placement_by_type.png
Drawn at 2 px/um.
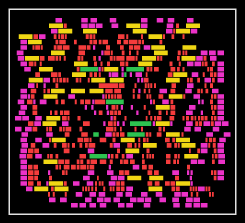
wires.png
Drawn at 3 px/um. Only two layers are drawn.
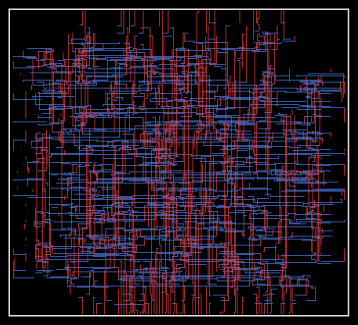
layer_met3.png
Drawn at 3 px/um.
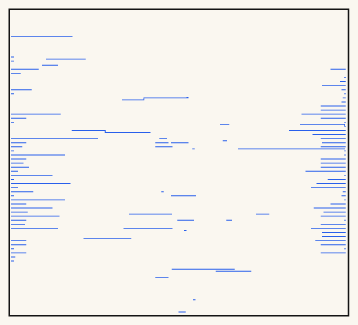
File: src/rtl/mem_wb_stage.sv
// MEM->WB pipeline stage for RV32I: accepts one retiring instruction, waits for the
// data-memory response on loads, formats load data and pulses the register-file write port.
// Optional feature macro: RETIRE_CNT_EN adds the instret retire counter port and logic.
module mem_wb_stage #(
  parameter int unsigned XLEN = 32
`ifdef RETIRE_CNT_EN
  ,
  parameter int unsigned CNT_W = 64
`endif
) (
  input  logic            clk,
  input  logic            rst,
  input  logic            in_valid,
  output logic            in_ready,
  input  logic            in_reg_write,
  input  logic [4:0]      in_rd,
  input  logic [1:0]      in_wb_sel,
  input  logic [2:0]      in_funct3,
  input  logic [1:0]      in_addr_lo,
  input  logic [XLEN-1:0] in_alu_result,
  input  logic [XLEN-1:0] in_pc_plus4,
  input  logic            flush,
  input  logic            dmem_rvalid,
  input  logic [XLEN-1:0] dmem_rdata,
  output logic            RegWrite,
  output logic [4:0]      rd,
  output logic [XLEN-1:0] rd_write_data
`ifdef RETIRE_CNT_EN
  ,
  output logic [CNT_W-1:0] instret
`endif
);

  typedef enum logic [1:0] {
    EMPTY     = 2'd0,
    LOAD_WAIT = 2'd1,
    DRAIN     = 2'd2
  } state_t;

  localparam logic [1:0] WB_LOAD = 2'd1;
  localparam logic [1:0] WB_PC4  = 2'd2;

  state_t      state;
  logic        ld_reg_write;
  logic [4:0]  ld_rd;
  logic [2:0]  ld_funct3;
  logic [1:0]  ld_addr_lo;

  // Select the addressed byte/halfword of a load word and extend it per funct3.
  function automatic logic [XLEN-1:0] format_load(input logic [2:0]      funct3,
                                                  input logic [1:0]      addr_lo,
                                                  input logic [XLEN-1:0] word);
    logic [7:0]      byte_v;
    logic [15:0]     half_v;
    logic [XLEN-1:0] result;
    case (addr_lo)
      2'd0:    byte_v = word[7:0];
      2'd1:    byte_v = word[15:8];
      2'd2:    byte_v = word[23:16];
      default: byte_v = word[31:24];
    endcase
    half_v = addr_lo[1] ? word[31:16] : word[15:0];
    case (funct3)
      3'd0:    result = {{(XLEN-8){byte_v[7]}}, byte_v};
      3'd1:    result = {{(XLEN-16){half_v[15]}}, half_v};
      3'd4:    result = {{(XLEN-8){1'b0}}, byte_v};
      3'd5:    result = {{(XLEN-16){1'b0}}, half_v};
      default: result = word;
    endcase
    return result;
  endfunction

  // Stage FSM: tracks the outstanding load and drives the registered write port.
  always_ff @(posedge clk) begin
    if (rst) begin
      state         <= EMPTY;
      in_ready      <= 1'b1;
      RegWrite      <= 1'b0;
      rd            <= 5'd0;
      rd_write_data <= '0;
      ld_reg_write  <= 1'b0;
      ld_rd         <= 5'd0;
      ld_funct3     <= 3'd0;
      ld_addr_lo    <= 2'd0;
`ifdef RETIRE_CNT_EN
      instret       <= '0;
`endif
    end else begin
      RegWrite <= 1'b0;
      case (state)
        EMPTY: begin
          if (in_valid && !flush) begin
            if (in_wb_sel == WB_LOAD) begin
              ld_reg_write <= in_reg_write;
              ld_rd        <= in_rd;
              ld_funct3    <= in_funct3;
              ld_addr_lo   <= in_addr_lo;
              state        <= LOAD_WAIT;
              in_ready     <= 1'b0;
            end else begin
              // rd/data only move on an actual write so they hold between pulses
              if (in_reg_write && (in_rd != 5'd0)) begin
                RegWrite      <= 1'b1;
                rd            <= in_rd;
                rd_write_data <= (in_wb_sel == WB_PC4) ? in_pc_plus4 : in_alu_result;
              end
`ifdef RETIRE_CNT_EN
              instret <= instret + CNT_W'(1);
`endif
            end
          end
        end
        LOAD_WAIT: begin
          if (dmem_rvalid) begin
            state    <= EMPTY;
            in_ready <= 1'b1;
            if (!flush) begin
              if (ld_reg_write && (ld_rd != 5'd0)) begin
                RegWrite      <= 1'b1;
                rd            <= ld_rd;
                rd_write_data <= format_load(ld_funct3, ld_addr_lo, dmem_rdata);
              end
`ifdef RETIRE_CNT_EN
              instret <= instret + CNT_W'(1);
`endif
            end
          end else if (flush) begin
            state <= DRAIN;
          end
        end
        DRAIN: begin
          // killed load: swallow its response, flush has no further effect
          if (dmem_rvalid) begin
            state    <= EMPTY;
            in_ready <= 1'b1;
          end
        end
        default: begin
          state    <= EMPTY;
          in_ready <= 1'b1;
        end
      endcase
    end
  end

endmodule

File: config.mk
export PLATFORM = sky130hd
export DESIGN_NAME = mem_wb_stage
export DESIGN_NICKNAME = d
export VERILOG_FILES = /design/src/rtl/mem_wb_stage.sv
export SDC_FILE = /design/constraint.sdc
export NUM_CORES = 1
export LEC_CHECK = 0
export CAP_MARGIN = 40
export CELL_PAD_IN_SITES_DETAIL_PLACEMENT = 0
export CELL_PAD_IN_SITES_GLOBAL_PLACEMENT = 1
export CORE_ASPECT_RATIO = 0.9
export CORE_MARGIN = 2
export CORE_UTILIZATION = 31
export DETAILED_ROUTE_END_ITERATION = 10
export GPL_TIMING_DRIVEN = 0
export PLACE_DENSITY_LB_ADDON = 0.1
export RECOVER_POWER = 100
export SYNTH_ARGS = -nofsm -noshare
export SYNTH_HDL_FRONTEND = slang
export SYNTH_SLANG_ARGS = --single-unit
export TNS_END_PERCENT = 5
File: constraint.sdc
create_clock -name clk -period 5.95 [get_ports clk]
set_input_delay 1.4875 -clock clk [delete_from_list [all_inputs] [get_ports clk]]
set_output_delay 1.4875 -clock clk [all_outputs]
set_load 0.05 [all_outputs]
==> flow_metrics.py <==
# Physical implementation metrics
metrics = {
    "route": {
        "via_count": 3885,
        "dr.first_iter.drc_count": 179,
        "wl_per_cell_um": 16.9,
    },
    "worst_hold_path": {
        "hold_path_end": "rd_write_data[29]",
    },
    "final_layout": {
        "area.combinational_um2": 2060,
    },
    "grt": {
        "antenna_found_initial": 0,
        "first_global_vias": 3894,
    },
    "status": {
        "result_of_the_run": "finished, final reports clean",
    },
    "clock_tree": {
        "clock_input_transition_at_the_sequential_cells_of_the_worst_setup_and_hold_paths_ps": 70,
        "cts_root_buffer": "clkbuf_16",
        "h-tree-depth": 2,
    },
    "synth": {
        "syn-num-nets": 583,
        "yosys_most_used_dff": "dfxtp_1",
        "synth-warning-count": 0,
        "synth-cells-yosys": 466,
    },
    "setup_path": {
        "arrival_ps": 4380,
    },
    "pwr": {
        "power.ir.vdd_worst_v": 0.000133,
    },
    "timing": {
        "min_period_over_period_pct": 70.0,
        "post-route-min-period_ps": 4160,
        "grt_setup_unrepaired": "no",
    },
    "floorplanning": {
        "initial_utilization_pct": 32.0,
    },
}
Back to the opening pictures, placement_by_type.png:
| class | colour | cells |
|---|---|---|
| clock drivers and dummy loads | green | 8 |
| sequential cells | yellow | 52 |
| remaining buffers and delay cells | magenta | 195 |
| combinational and other logic | red | 371 |

Back to the opening pictures, wires.png:
| layer | colour | wire length |
|---|---|---|
| metal 2 | red | 5,670 um |
| metal 1 | blue | 6,130 um |

Back to the opening pictures, layer_met3.png:
nets with wire on the layer: 100
share of all routed wire: 6.2%
longest straight run: 35.4 um
wire length on this layer: 789 um
main direction: horizontal

-- cells in the final DEF, fill, tap and decap left out, types with 16 or more instances in the layout --
master,n
nand2_1,71
a21oi_1,40
nor3_1,52
nand3_1,20
dfxtp_1,52
clkbuf_1,39
o211ai_1,16
nor2_1,56
dlygate4sd3_1,42
clkdlybuf4s50_1,110
-- critical path, stage by stage --
cell and delay, ps:
dlygate4sd3_1 570, or4_1 540, o2111a_1 290, o22ai_1 310, clkbuf_1 460, clkbuf_1 450
nand2_1 100, a21oi_1 170
-- cells by family after synthesis --
family | Yosys count | synth area share [%]
adder cells (fa/ha/maj) | 3 | 1.14
multiplexers | 15 | 4.60
AND/OR/NAND/NOR | 237 | 34.3
flip-flops | 52 | 31.7
buffers and inverters | 48 | 5.78
AND-OR/OR-AND | 111 | 22.5
-- report_power, final --
group          leakage (nW)  switching (mW)  internal, mW  total, mW
combinational          1.27           0.167         0.133      0.301
clock                0.0815           0.141         0.201      0.342
sequential            0.423         0.00977         0.366      0.376
-- metal layers --
layer	routed length [um]	global-route usage, %
met5	0	0
met3	788	4.31
met4	190	4.97
met2	5670	36.7
met1	6130	30.1
-- through the flow --
stage	util (%)	hold WS, ps	power (mW)	cells	area [um2]
after floorplan	-	436	0.542	466	3290
after global placement	48.3	443	0.690	747	4970
after detailed placement	48.3	454	0.691	747	4970
after CTS	49.9	463	1.03	755	5140
after global routing	49.9	477	1.06	755	5140
final	49.9	458	1.02	755	5140
-- area by class of cell --
| cell class | instances | area share, % |
|---|---|---|
| tap | 129 | 3.14 |
| timing repair buffer | 152 | 29.6 |
| inverter | 5 | 0.365 |
| clock buffer | 6 | 2.51 |
| clock inverter | 2 | 0.755 |
| sequential | 52 | 20.3 |
| buffer | 43 | 3.29 |
| multi-input combinational | 366 | 40.0 |
Power is estimated from default activity; no workload was simulated.
